### src/rtl/seq_1011_frame_tx_if.sv
// seq_1011_frame_tx_if
//   Bundles the payload handshake and the serial-side outputs of the
//   1011 frame transmitter.
//   master : payload source / line observer (drives din, din_valid)
//   slave  : the transmitter (drives din_ready, tx, tx_en, busy, frame_done)
//   Signals:
//     din[DATA_W]  payload word
//     din_valid    payload word present
//     din_ready    transmitter can accept din this cycle
//     tx           serial line, sync word then payload, MSB first
//     tx_en        tx carries a frame bit
//     busy         frame in flight
//     frame_done   high during the last bit cycle of a frame
interface seq_1011_frame_tx_if #(
   parameter int DATA_W = 8
);
   logic [DATA_W-1:0] din;
   logic              din_valid;
   logic              din_ready;
   logic              tx;
   logic              tx_en;
   logic              busy;
   logic              frame_done;

   modport master (
      output din, din_valid,
      input  din_ready, tx, tx_en, busy, frame_done
   );

   modport slave (
      input  din, din_valid,
      output din_ready, tx, tx_en, busy, frame_done
   );
endinterface

### src/rtl/seq_1011_frame_tx.sv
// seq_1011_frame_tx
//   Serial framer: accepts a DATA_W payload over valid/ready and sends
//   SYNC (MSB first) followed by the payload (MSB first) on a one-bit line.
//   Back-to-back frames are supported by accepting during the last bit cycle.
//   Optional macro FRAME_TX_PARITY_EN appends one even-parity bit per frame.
//   Ports:
//     clk  clock, posedge
//     rst  synchronous reset, active low
//     bus  seq_1011_frame_tx_if.slave (din/din_valid in; din_ready, tx,
//          tx_en, busy, frame_done out; all outputs but din_ready registered)
module seq_1011_frame_tx #(
   parameter int                DATA_W = 8,
   parameter int                SYNC_W = 4,
   parameter logic [SYNC_W-1:0] SYNC   = 4'b1011
) (
   input logic               clk,
   input logic               rst,
   seq_1011_frame_tx_if.slave bus
);

   localparam int FW = SYNC_W + DATA_W;
   localparam int CW = $clog2(((SYNC_W > DATA_W) ? SYNC_W : DATA_W) + 1);
   localparam logic [CW-1:0] SYNC_LAST = CW'(SYNC_W - 1);
   localparam logic [CW-1:0] DATA_LAST = CW'(DATA_W - 1);
`ifndef FRAME_TX_PARITY_EN
   // Data count at which the next cycle is the closing bit.
   localparam logic [CW-1:0] DATA_PEN  = CW'(DATA_W - 2);
`endif

`ifdef FRAME_TX_PARITY_EN
   typedef enum logic [1:0] {S_IDLE, S_SYNC, S_DATA, S_PAR} state_t;
`else
   typedef enum logic [1:0] {S_IDLE, S_SYNC, S_DATA} state_t;
`endif

   state_t          state;
   logic [CW-1:0]   cnt;
   logic [FW-1:0]   sr;        // {SYNC, payload}; sr[FW-2] is always the next bit
   logic            tx_q, tx_en_q, busy_q, done_q;
   logic            last, accept;
`ifdef FRAME_TX_PARITY_EN
   logic            par_q;
`endif

`ifdef FRAME_TX_PARITY_EN
   assign last = (state == S_PAR);
`else
   assign last = (state == S_DATA) && (cnt == DATA_LAST);
`endif

   assign bus.din_ready  = (state == S_IDLE) || last;
   assign accept         = bus.din_valid && bus.din_ready;
   assign bus.tx         = tx_q;
   assign bus.tx_en      = tx_en_q;
   assign bus.busy       = busy_q;
   assign bus.frame_done = done_q;

   always_ff @(posedge clk) begin
      if (!rst) begin
         state   <= S_IDLE;
         cnt     <= '0;
         sr      <= '0;
         tx_q    <= 1'b0;
         tx_en_q <= 1'b0;
         busy_q  <= 1'b0;
         done_q  <= 1'b0;
`ifdef FRAME_TX_PARITY_EN
         par_q   <= 1'b0;
`endif
      end else if (accept) begin
         // Accept only happens in IDLE or the closing bit, so this also
         // chains the next frame with no gap on tx_en.
         state   <= S_SYNC;
         cnt     <= '0;
         sr      <= {SYNC, bus.din};
         tx_q    <= SYNC[SYNC_W-1];
         tx_en_q <= 1'b1;
         busy_q  <= 1'b1;
         done_q  <= 1'b0;
`ifdef FRAME_TX_PARITY_EN
         par_q   <= ^bus.din;
`endif
      end else begin
         done_q <= 1'b0;
         case (state)
            S_SYNC: begin
               tx_q <= sr[FW-2];
               sr   <= sr << 1;
               if (cnt == SYNC_LAST) begin
                  state <= S_DATA;
                  cnt   <= '0;
`ifndef FRAME_TX_PARITY_EN
                  done_q <= (DATA_W == 1);
`endif
               end else begin
                  cnt <= cnt + 1'b1;
               end
            end
            S_DATA: begin
               if (cnt == DATA_LAST) begin
`ifdef FRAME_TX_PARITY_EN
                  state  <= S_PAR;
                  cnt    <= '0;
                  tx_q   <= par_q;
                  done_q <= 1'b1;
`else
                  state   <= S_IDLE;
                  cnt     <= '0;
                  tx_q    <= 1'b0;
                  tx_en_q <= 1'b0;
                  busy_q  <= 1'b0;
`endif
               end else begin
                  cnt  <= cnt + 1'b1;
                  tx_q <= sr[FW-2];
                  sr   <= sr << 1;
`ifndef FRAME_TX_PARITY_EN
                  done_q <= (cnt == DATA_PEN);
`endif
               end
            end
            default: begin
               // IDLE, or closing parity bit with nothing waiting
               state   <= S_IDLE;
               cnt     <= '0;
               tx_q    <= 1'b0;
               tx_en_q <= 1'b0;
               busy_q  <= 1'b0;
            end
         endcase
      end
   end

endmodule

### src/flat_wrapper.sv
// flat-port wrapper written by rule: the top's interface ports become plain ports
module seq_1011_frame_tx_flat 
#(
   parameter int                DATA_W = 8,
   parameter int                SYNC_W = 4,
   parameter logic [SYNC_W-1:0] SYNC   = 4'b1011
)
  (clk, rst, bus_din, bus_din_valid, bus_din_ready, bus_tx, bus_tx_en, bus_busy, bus_frame_done);
  seq_1011_frame_tx_if #(.DATA_W(DATA_W)) bus_i ();
  input logic clk;
  input logic rst;
  input wire logic [$bits(bus_i.din)-1:0] bus_din;
  input wire logic [$bits(bus_i.din_valid)-1:0] bus_din_valid;
  output wire logic [$bits(bus_i.din_ready)-1:0] bus_din_ready;
  output wire logic [$bits(bus_i.tx)-1:0] bus_tx;
  output wire logic [$bits(bus_i.tx_en)-1:0] bus_tx_en;
  output wire logic [$bits(bus_i.busy)-1:0] bus_busy;
  output wire logic [$bits(bus_i.frame_done)-1:0] bus_frame_done;
  assign bus_i.din = bus_din;
  assign bus_i.din_valid = bus_din_valid;
  assign bus_din_ready = bus_i.din_ready;
  assign bus_tx = bus_i.tx;
  assign bus_tx_en = bus_i.tx_en;
  assign bus_busy = bus_i.busy;
  assign bus_frame_done = bus_i.frame_done;
  seq_1011_frame_tx #(.DATA_W(DATA_W), .SYNC_W(SYNC_W), .SYNC(SYNC)) u_core (.clk(clk), .rst(rst), .bus(bus_i));
endmodule
### config.mk
export PLATFORM = sky130hd
export DESIGN_NAME = seq_1011_frame_tx_flat
export DESIGN_NICKNAME = d
export VERILOG_FILES = /design/src/rtl/seq_1011_frame_tx_if.sv /design/src/rtl/seq_1011_frame_tx.sv /design/src/flat_wrapper.sv
export SDC_FILE = /design/constraint.sdc
export NUM_CORES = 1
export LEC_CHECK = 0
export ABC_CLOCK_PERIOD_IN_PS = 3100
export CAP_MARGIN = 20
export CORE_MARGIN = 2
export CORE_UTILIZATION = 45
export DETAILED_ROUTE_END_ITERATION = 8
export PLACE_DENSITY = 0.74
export SLEW_MARGIN = 10
export SYNTH_ARGS = -nofsm -noshare
export SYNTH_HDL_FRONTEND = slang
export SYNTH_SLANG_ARGS = --single-unit
### constraint.sdc
create_clock -name clk -period 3.1 [get_ports clk]
set_clock_uncertainty 0.05 [all_clocks]
set_input_delay 0.775 -clock clk [delete_from_list [all_inputs] [get_ports clk]]
set_output_delay 0.775 -clock clk [all_outputs]
set_load 0.02 [all_outputs]
Run 1, power grid:
The bar under the picture is 20 µm long. Pins as bars on the die edge. Tap cells in gray.
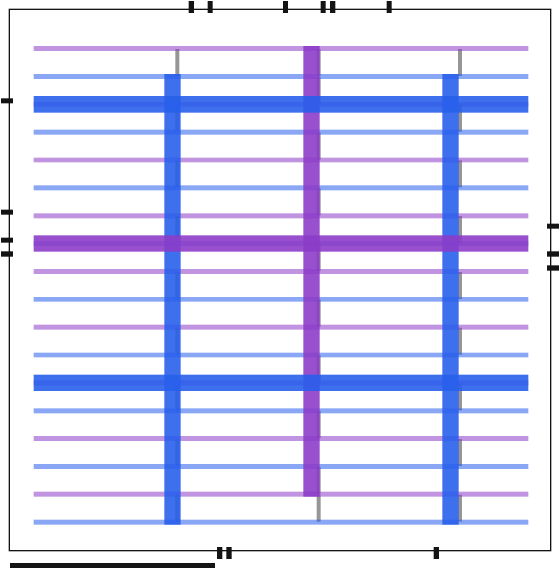
color	net
blue	VSS
purple	VDD
tap cells	28
met4 straps	3

Run 1, cells colored by class:
The bar under the picture is 20 µm long.
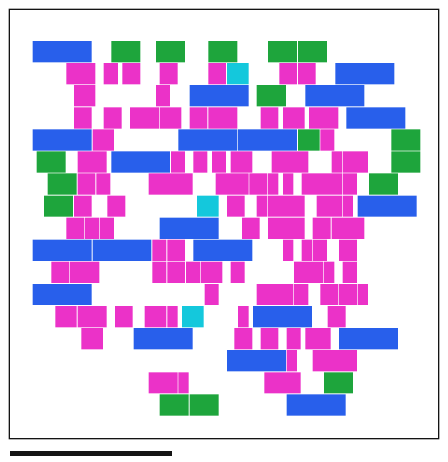
color	class	cells
cyan	clock drivers	3
green	remaining buffers and delay cells	16
magenta	combinational and other logic	90
blue	sequential cells	20
flop share of the area: 0.323
CORE AREA: 2230 µm²
cell area after layout: 1240 µm²
Final Util: 0.556
number of placement rows: 17

Run 1, clock wires, drivers and flops:
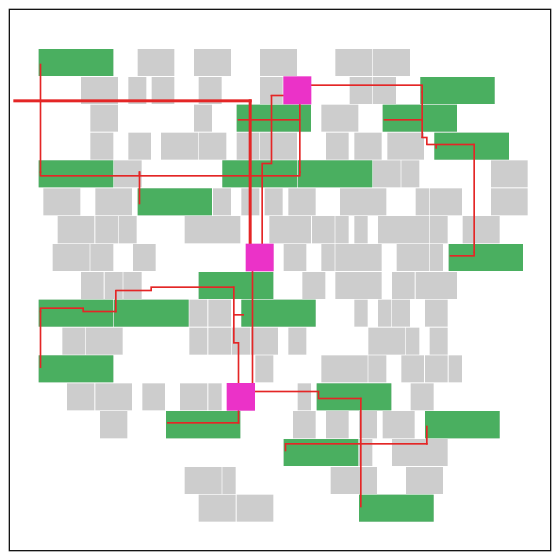
[green] flip-flops | count: 20
[magenta] clock drivers | count: 3
[red] clock wires | length: 256 µm
routed clock nets	4

Run 1, wiring by layer:
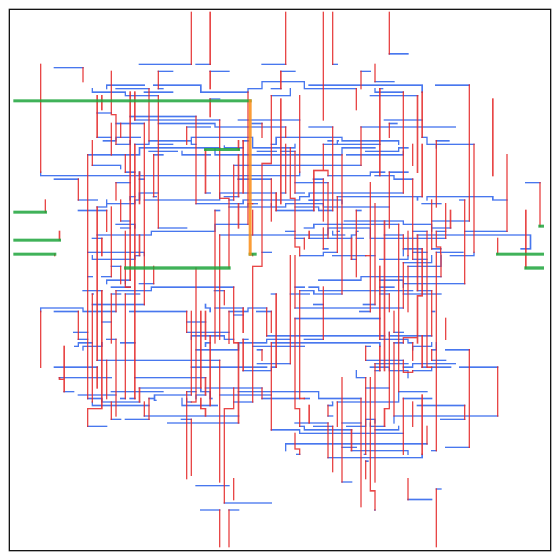
color	layer	wire length
blue	metal 1	1050 µm
green	metal 3	54.0 µm
red	metal 2	1120 µm
orange	metal 4	15.0 µm
total wire length: 2240 µm
vias post-DR: 923
routed len/inst: 14.3 µm
gr usage total: 0.188

==> run notes, run 1 <==
yosys + openroad results -> multi-input combinational area share 0.489, Hold Crit Depth 2, Total Neg Setup Slack 0 ns, met2 wire length 1120 µm, critical path data arrival time 1.84 ns, CP peak stage delay 0.60 ns, Comb power frac 0.227, most frequent cell after synthesis dfxtp_1, layout cells sized above 1 0.0620, TritonRoute pass-1 iters 4, mapped cell area 1070 µm², I/O pin total 16, # Cells Yosys 118, Max Transition Viols Final 0, Synth mux share 0.00937, Hold Violations, Final 0, Layout area overhead 16.2%, most frequent logic cell in the layout dfxtp_1, OpenROAD warning count 29, Synth top cells by count 20 x dfxtp_1, 12 x o21ai_0, Register Area 400 µm², # Post-CTS Setup Buffers 0, switching power 149 µW, port buffer count 15, top routing layer used met4, Die Width 52.7 µm, CTS Buf Count 3, Flop pwr share 0.543, final worst path period need 2.67 ns, CP Launch Type flop, P per Cell Area 425 nW/µm², Max-area cell class multi-input combinational cells, crit-path max FO 7, clock latency on the worst-skew pair 0.29 ns, CTS tree done, Fmax 375 MHz, P_comb 120 µW, depth of the worst register-to-register path 5, most frequent cells in the layout 20 x dfxtp_1, 15 x clkdlybuf4s50_1, 12 x o21ai_0, Avg Synthesized Cell Area 9.06 µm², logic area 607 µm², Top cells by area dfxtp_1 37%, o311a_1 6.6%, ha_1 5.9%, o21ai_0 5.6%, a21boi_0 4.9%, worst slew pin tran 0.646 ns, unrepaired setup endpoints after global routing false, flip-flops with a built-in enable 0, Top reg by flops u_core.sr, Top Usage Layer GRT met2, Seq power 286 µW, first-pass GRT wire length 3840 µm, Synth cell types 37, grt total ovfl 0, Non-clk invs 5, asr flop ratio synth 0, adder share 0.0585, fin nets 147, tap cells 28, syn_nets 134, status complete, no violations, WL met3 54 µm, Max-cap violations 0, Init Core Util 0.478, routability cong. 0.793, H-tree levels 1, vias per inst 5.88, vias in the first global route 862, Post-CTS Hold Fix Bufs 0, slew margin rel. 0.565, XOR Share, Synth 0.00820, clock slew at reported path FFs 0.11 ns, YS chip area 1070 µm², ys flops 20, CP startpoint u_core.state[0], met2 Use GR 0.306, crit path DRT 2.27 ns, LEAKAGE 0.471 nW, end of the critical path bus_din_ready, Max power group sequential cells, Gate Count Post-Synth 118, cells along the critical path inv_1, ha_1, nand4b_1, nand2b_1, clkdlybuf4s50_1, Int Pwr 378 µW, chip area 2780 µm², clock buffer count 3, and+or+nand+nor area frac 0.252, area leader, netlist dfxtp_1, Combinational Gates 85, Crit. End Element output port, Setup CP Type reg -> out, ClkCell Share 0.0181, clock sinks 20, ys flop type dfxtp_1, Top logic family simple AND/OR/NAND/NOR gates, HPWL after detailed placement 1590 µm, die height 52.7 µm
-- run 1: critical path, delay by kind of cell, from the launching register on --
family,cells,cell delay (ns)
fa+ha+maj,1,0.25
buf+inv,2,0.68
flops,1,0.34
simple gates,2,0.27
-- run 1: metrics by stage --
stage / std cells / total power [mW] / util / worst slack, ns / area (µm²)
floorplan: 118 / 0.373 / - / 1.07 / 1070
detailed placement: 154 / 0.412 / 0.546 / 0.759 / 1220
finish: 157 / 0.527 / 0.556 / 0.432 / 1240
global route: 157 / 0.561 / 0.556 / 0.316 / 1240
CTS: 157 / 0.535 / 0.556 / 0.405 / 1240
global placement: 154 / 0.409 / 0.546 / 0.787 / 1220
==> inputs of run 2 (changes only) <==
==> constraint.sdc (replaced) <==
create_clock -name clk -period 3.1 [get_ports clk]
set_clock_uncertainty 0.05 [all_clocks]
set_input_delay 0.62 -clock clk [delete_from_list [all_inputs] [get_ports clk]]
set_output_delay 0.62 -clock clk [all_outputs]
set_load 0.02 [all_outputs]
Run 2, wiring by layer:
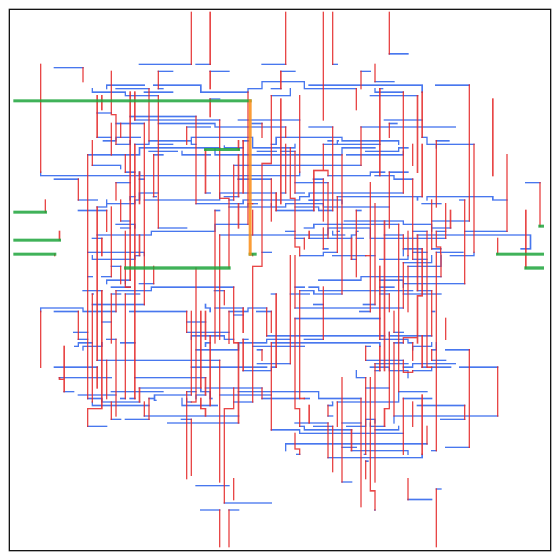

Run 2, cells colored by class:
The bar under the picture is 20 µm long.
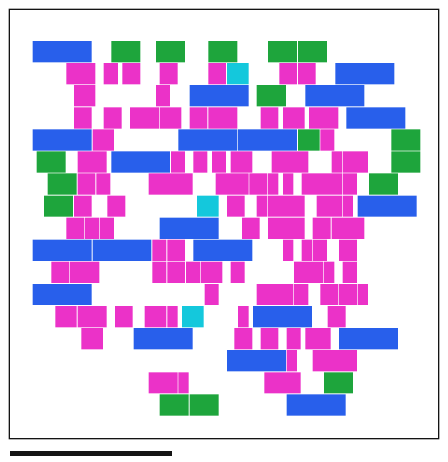
color	class	cells
cyan	clock drivers	3
green	remaining buffers and delay cells	16
blue	sequential cells	20
magenta	combinational and other logic	90

==> run notes, run 2 <==
yosys + openroad results -> layout cells sized above 1 0.0620, met2 Use GR 0.306, clock sinks 20, Synth top cells by count 20 x dfxtp_1, 12 x o21ai_0, flip-flops with a built-in enable 0, worst hold path type reg -> reg, Final Util 0.556, XOR Share, Synth 0.00820, ys flop type dfxtp_1, routed len/inst 14.3 µm, Fmax 398 MHz, vias in the first global route 862, non-filler instance count after layout 157, CTS tree done, asr flop ratio synth 0, YS warnings 0, Top cells by area dfxtp_1 37%, o311a_1 6.6%, ha_1 5.9%, o21ai_0 5.6%, a21boi_0 4.9%, number of placement rows 17, HPWL after detailed placement 1590 µm, DP Worst Slack 0.914 ns, final cycle utilization of the critical path 0.811, depth of the worst register-to-register path 5, part of the Yosys area used for sequential elements 0.375, Inserted Diodes 0, Top Usage Layer GRT met2, Max-cap violations 0, Init Core Util 0.478, # fillers 221, clock slew at reported path FFs 0.11 ns, worst r2r src u_core.state[0], mapped cell area 1070 µm², CORE AREA 2230 µm², P per Cell Area 425 nW/µm², Reg2Reg Setup Slack 1.19 ns, CTS Buf Count 3, most frequent cell after synthesis dfxtp_1, Avg Synthesized Cell Area 9.06 µm², die height 52.7 µm, vias post-DR 923, adder share 0.0585, most frequent logic cell in the layout dfxtp_1, area leader, netlist dfxtp_1, and+or+nand+nor area frac 0.252, end of the critical path bus_din_ready, slew margin rel. 0.565, GR Layer Usage met3 0.0257, largest net degree at the start of global routing 20, vias per inst 5.88, CTS max path bufs 2, fin nets 147, Hold Violations, Final 0, first-pass GRT wire length 3840 µm, H-tree levels 1, grt total ovfl 0, total wire length 2240 µm, WL met3 54 µm, Root Driver clkbuf_4, setup violators final 0, final worst path period need 2.51 ns, Iteration-0 DRC Markers 32, most frequent cells in the layout 20 x dfxtp_1, 15 x clkdlybuf4s50_1, 12 x o21ai_0, Total Neg Setup Slack 0 ns, clock latency on the worst-skew pair 0.29 ns, unrepaired setup endpoints after global routing false, Max Transition Viols Final 0, Inst Count DP 154, CP startpoint u_core.state[0], cells along the critical path inv_1, ha_1, nand4b_1, nand2b_1, clkdlybuf4s50_1, Synth mux share 0.00937, crit path DRT 2.43 ns, status complete, no violations, post-CTS sizing 0, YS chip area 1070 µm², Gate Count Post-Synth 118, Cell Area, Placed 1220 µm², total power 527 µW, CP peak stage delay 0.60 ns, Layout area overhead 16.2%, Final WS setup 0.587 ns, Die Width 52.7 µm, Post-CTS Hold Fix Bufs 0, Crit. End Element output port, Post-Synth AOI/OAI Area 0.240, residual DRC count 0, Hold WS 0.435 ns, crit-path max FO 7, largest registers u_core.sr: 11 flops, u_core.cnt: 4 flops, u_core.state: 2 flops, port buffer count 15, OpenROAD warning count 29, Top-area cell share 0.375, TritonRoute pass-1 iters 4, LEAKAGE 0.471 nW, routability cong. 0.793, Routed met1 length 1050 µm, worst slew pin tran 0.646 ns, Top logic family simple AND/OR/NAND/NOR gates, Endpoint, Worst Hold u_core.sr[10], CP Launch Type flop, ys flops 20, # Post-CTS Setup Buffers 0, slowest stage cell, crit path clkdlybuf4s50_1, cell area after layout 1240 µm², gr usage total 0.188, critical path data arrival time 1.84 ns, Top reg by flops u_core.sr, max reg flops 11, # Cells Yosys 118, syn_nets 134, Hold Startpoint u_core.sr[9], Routed Antenna Nets 0, I/O pin total 16, met2 wire length 1120 µm, GRT met1 Usage 0.246, Synth cell types 37, maximum VDD drop 0.000231 V, top routing layer used met4, antenna violations before repair 0, chip area 2780 µm², worst r2r dst u_core.state[1], Hold Crit Depth 2, Setup CP Type reg -> out
Run 2, clock wires, drivers and flops:
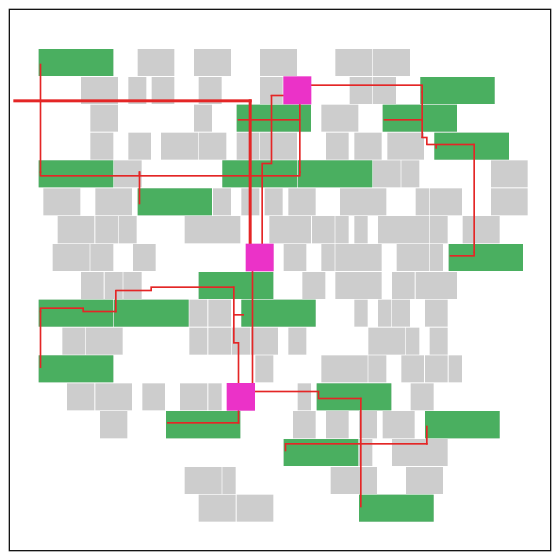
[red] clock wires | length: 256 µm
[magenta] clock drivers | count: 3
[green] flip-flops | count: 20
routed clock nets	4

run 2: final cells by class:
class | instances | area, µm² | area share
multi-input combinational | 85 | 607 | 0.489
sequential | 20 | 400 | 0.323
timing repair buffer | 16 | 158 | 0.127
tap | 28 | 35.0 | 0.0282
clock buffer | 3 | 22.5 | 0.0181
inverter | 5 | 18.8 | 0.0151
run 2: where the power goes:
part           leakage, nW  internal, mW  switching (mW)
clock network       0.0138        0.0453          0.0761
logic                0.292        0.0564          0.0635
registers            0.164         0.277         0.00954
total                0.471         0.378           0.149
run 2: worst max-delay path: cells and delay by family, from the launching register on:
kind	cells	cell delay, ns
buffers and inverters	2	0.68
and+or+nand+nor	2	0.27
DFF	1	0.34
adders and majority gates	1	0.25
Run 2, power grid:
The bar under the picture is 20 µm long. Pins as bars on the die edge. Tap cells in gray.
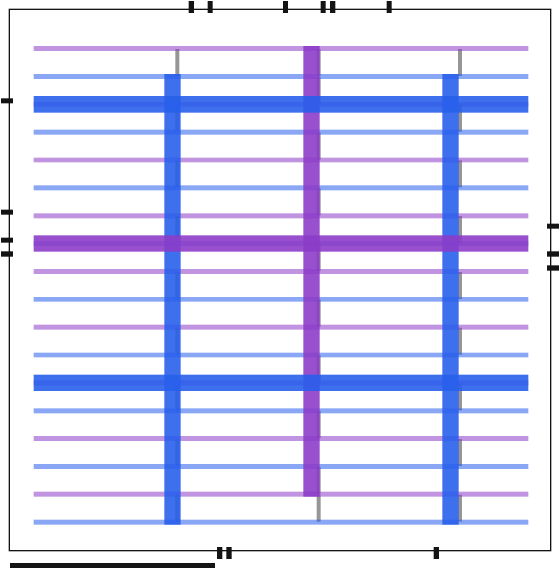

==> inputs of run 3 (changes only) <==
--- a/config.mk
+++ b/config.mk
@@ -5,12 +5,12 @@
 export SDC_FILE = /design/constraint.sdc
 export NUM_CORES = 1
 export LEC_CHECK = 0
-export ABC_CLOCK_PERIOD_IN_PS = 3100
+export ABC_CLOCK_PERIOD_IN_PS = 2300
 export CAP_MARGIN = 20
 export CORE_MARGIN = 2
 export CORE_UTILIZATION = 45
 export DETAILED_ROUTE_END_ITERATION = 8
-export PLACE_DENSITY = 0.74
+export PLACE_DENSITY = 0.77
 export SLEW_MARGIN = 10
 export SYNTH_ARGS = -nofsm -noshare
 export SYNTH_HDL_FRONTEND = slang
==> constraint.sdc (replaced) <==
create_clock -name clk -period 2.3 [get_ports clk]
set_clock_uncertainty 0.05 [all_clocks]
set_input_delay 0.46 -clock clk [delete_from_list [all_inputs] [get_ports clk]]
set_output_delay 0.46 -clock clk [all_outputs]
set_load 0.02 [all_outputs]
Run 3, power grid:
The bar under the picture is 20 µm long. Pins as bars on the die edge. Tap cells in gray.
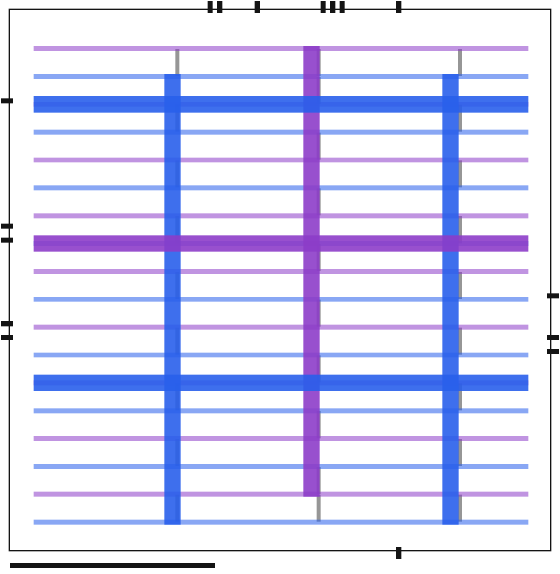
maximum VDD drop: 0.000502 V
die height: 52.7 µm
Die Width: 52.7 µm

Run 3, clock wires, drivers and flops:
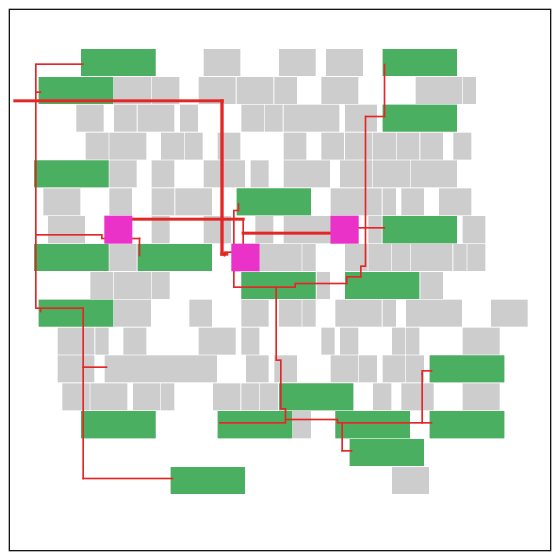
[green] flip-flops | count: 20
[red] clock wires | length: 235 µm
[magenta] clock drivers | count: 3
routed clock nets	4
flops lie	all over the die
clk pwr: 284 µW
Clock power frac: 0.341
clock latency on the worst-skew pair: 0.30 ns

Run 3, track usage over the die:
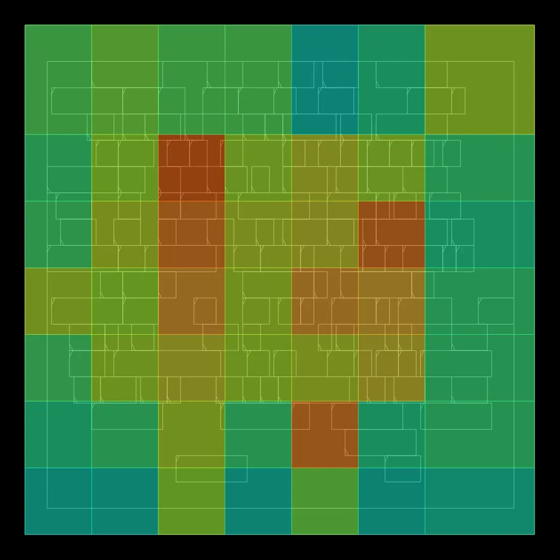
GR Layer Usage met3: 0.0514
gr usage total: 0.178
Top Usage Layer GRT: met2
GRT met1 Usage: 0.224

==> run notes, run 3 <==
yosys + openroad results -> Inserted Diodes 0, I/O pin total 16, max reg flops 11, asr flop ratio synth 0, CTS Buf Count 3, P per Cell Area 651 nW/µm², number of placement rows 17, # fillers 211, Routed Antenna Nets 0, Max power group sequential cells, YS warnings 0, final cycle utilization of the critical path 0.909, # Cells Yosys 118, Crit. End Element output port, Top-area cell share 0.375, Top cells by area dfxtp_1 37%, o311a_1 6.6%, ha_1 5.9%, o21ai_0 5.6%, a21boi_0 4.9%, P_comb 163 µW, Root Driver clkbuf_4, vias post-DR 938, worst path bufs/invs 2, Iteration-0 DRC Markers 11, crit-path max FO 7, Reg2Reg Setup Slack 0.37 ns, antenna violations before repair 0, Non-clock buffers 17, CTS tree done, CTS max path bufs 2, cells along the critical path inv_1, ha_1, nand4b_1, nand2b_1, dlygate4sd2_1, Fmax 479 MHz, H-tree levels 1, setup violators final 0, flop share of the area 0.313, Setup CP Type reg -> out, CORE AREA 2230 µm², YS chip area 1070 µm², mapped cell area 1070 µm², post-CTS sizing 1, Register Area 400 µm², layout cells sized above 1 0.0763, Gate Count Post-Synth 118, first-pass GRT wire length 3710 µm, chip area 2780 µm², met2 Use GR 0.300, critical path data arrival time 1.58 ns, Total Neg Setup Slack 0 ns, unrepaired setup endpoints after global routing false, syn_nets 134, Routed met1 length 992 µm, CP Launch Type flop, sequential cell count 20, switching power 206 µW, slowest stage cell, crit path dfxtp_1, crit path DRT 1.79 ns, Largest delay share family, worst path buffers and inverters, Max Transition Viols Final 0, largest net degree at the start of global routing 20, Comb power frac 0.196, Top logic family simple AND/OR/NAND/NOR gates, Int Pwr 625 µW, most frequent cell after synthesis dfxtp_1, port buffer count 15, WL met3 100 µm, slew margin rel. 0.565, XOR Share, Synth 0.00820, ys flops 20, ClkCell Share 0.0411, buffering overhead 0.128, Top reg by flops u_core.sr, Seq power 385 µW, and+or+nand+nor area frac 0.252, logic area 607 µm², routability cong. 0.758, met2 wire length 1070 µm, status complete, no violations, Layout area overhead 19.6%, routed len/inst 13.9 µm, Synth cell types 37, ys flop type dfxtp_1, OpenROAD warning count 29, vias in the first global route 849, Hold Violations, Final 0, top routing layer used met4, tap cells 28, most frequent cells in the layout 20 x dfxtp_1, 14 x clkdlybuf4s50_1, 12 x o21ai_0, vias per inst 5.90, # Post-CTS Setup Buffers 0, switching share of total power 0.248, multi-input combinational area share 0.475, most frequent logic cell in the layout dfxtp_1, Hold WS 0.436 ns, Avg Synthesized Cell Area 9.06 µm², grt total ovfl 0, Flop pwr share 0.463, Combinational Gates 85, TritonRoute pass-1 iters 4, Synth mux share 0.00937, Max-cap violations 0, worst slew pin tran 0.645 ns, Max-area cell class multi-input combinational cells, Non-clk invs 5, Synth top cells by count 20 x dfxtp_1, 12 x o21ai_0, clock sinks 20, Init Core Util 0.478, Post-CTS Hold Fix Bufs 0, fin nets 148, Post-Synth AOI/OAI Area 0.240, largest registers u_core.sr: 11 flops, u_core.cnt: 4 flops, u_core.state: 2 flops, HPWL after detailed placement 1600 µm, worst hold path type reg -> reg, part of the Yosys area used for sequential elements 0.375, LEAKAGE 0.489 nW, area leader, netlist dfxtp_1, total wire length 2200 µm, adder share 0.0585, final worst path period need 2.09 ns, clock buffer count 3, residual DRC count 0, CP peak stage delay 0.35 ns, clock slew at reported path FFs 0.12 ns, flip-flops with a built-in enable 0
==> run 3: final timing paths <==
path,start,endpoint,cells past startpoint
worst max-delay path,u_core.state[0],bus_din_ready,5
worst min-delay path,u_core.sr[10],u_core.bus.tx,2
worst max register to register,u_core.state[0],u_core.state[1],5
worst min register to register,u_core.sr[10],u_core.bus.tx,2
==> run 3: per-stage QoR <==
stage / power, mW / setup WS, ns / util / area [µm²] / instances
2_1_floorplan: 0.503 / 0.581 / - / 1070 / 118
3_3_place_gp: 0.552 / 0.332 / 0.549 / 1230 / 155
3_5_place_dp: 0.557 / 0.286 / 0.549 / 1230 / 155
4_1_cts: 0.841 / 0.202 / 0.572 / 1280 / 159
5_1_grt: 0.874 / 0.0781 / 0.572 / 1280 / 159
6_report: 0.831 / 0.210 / 0.572 / 1280 / 159
Power figures rest on the tool's default switching activity, not on a simulated workload.
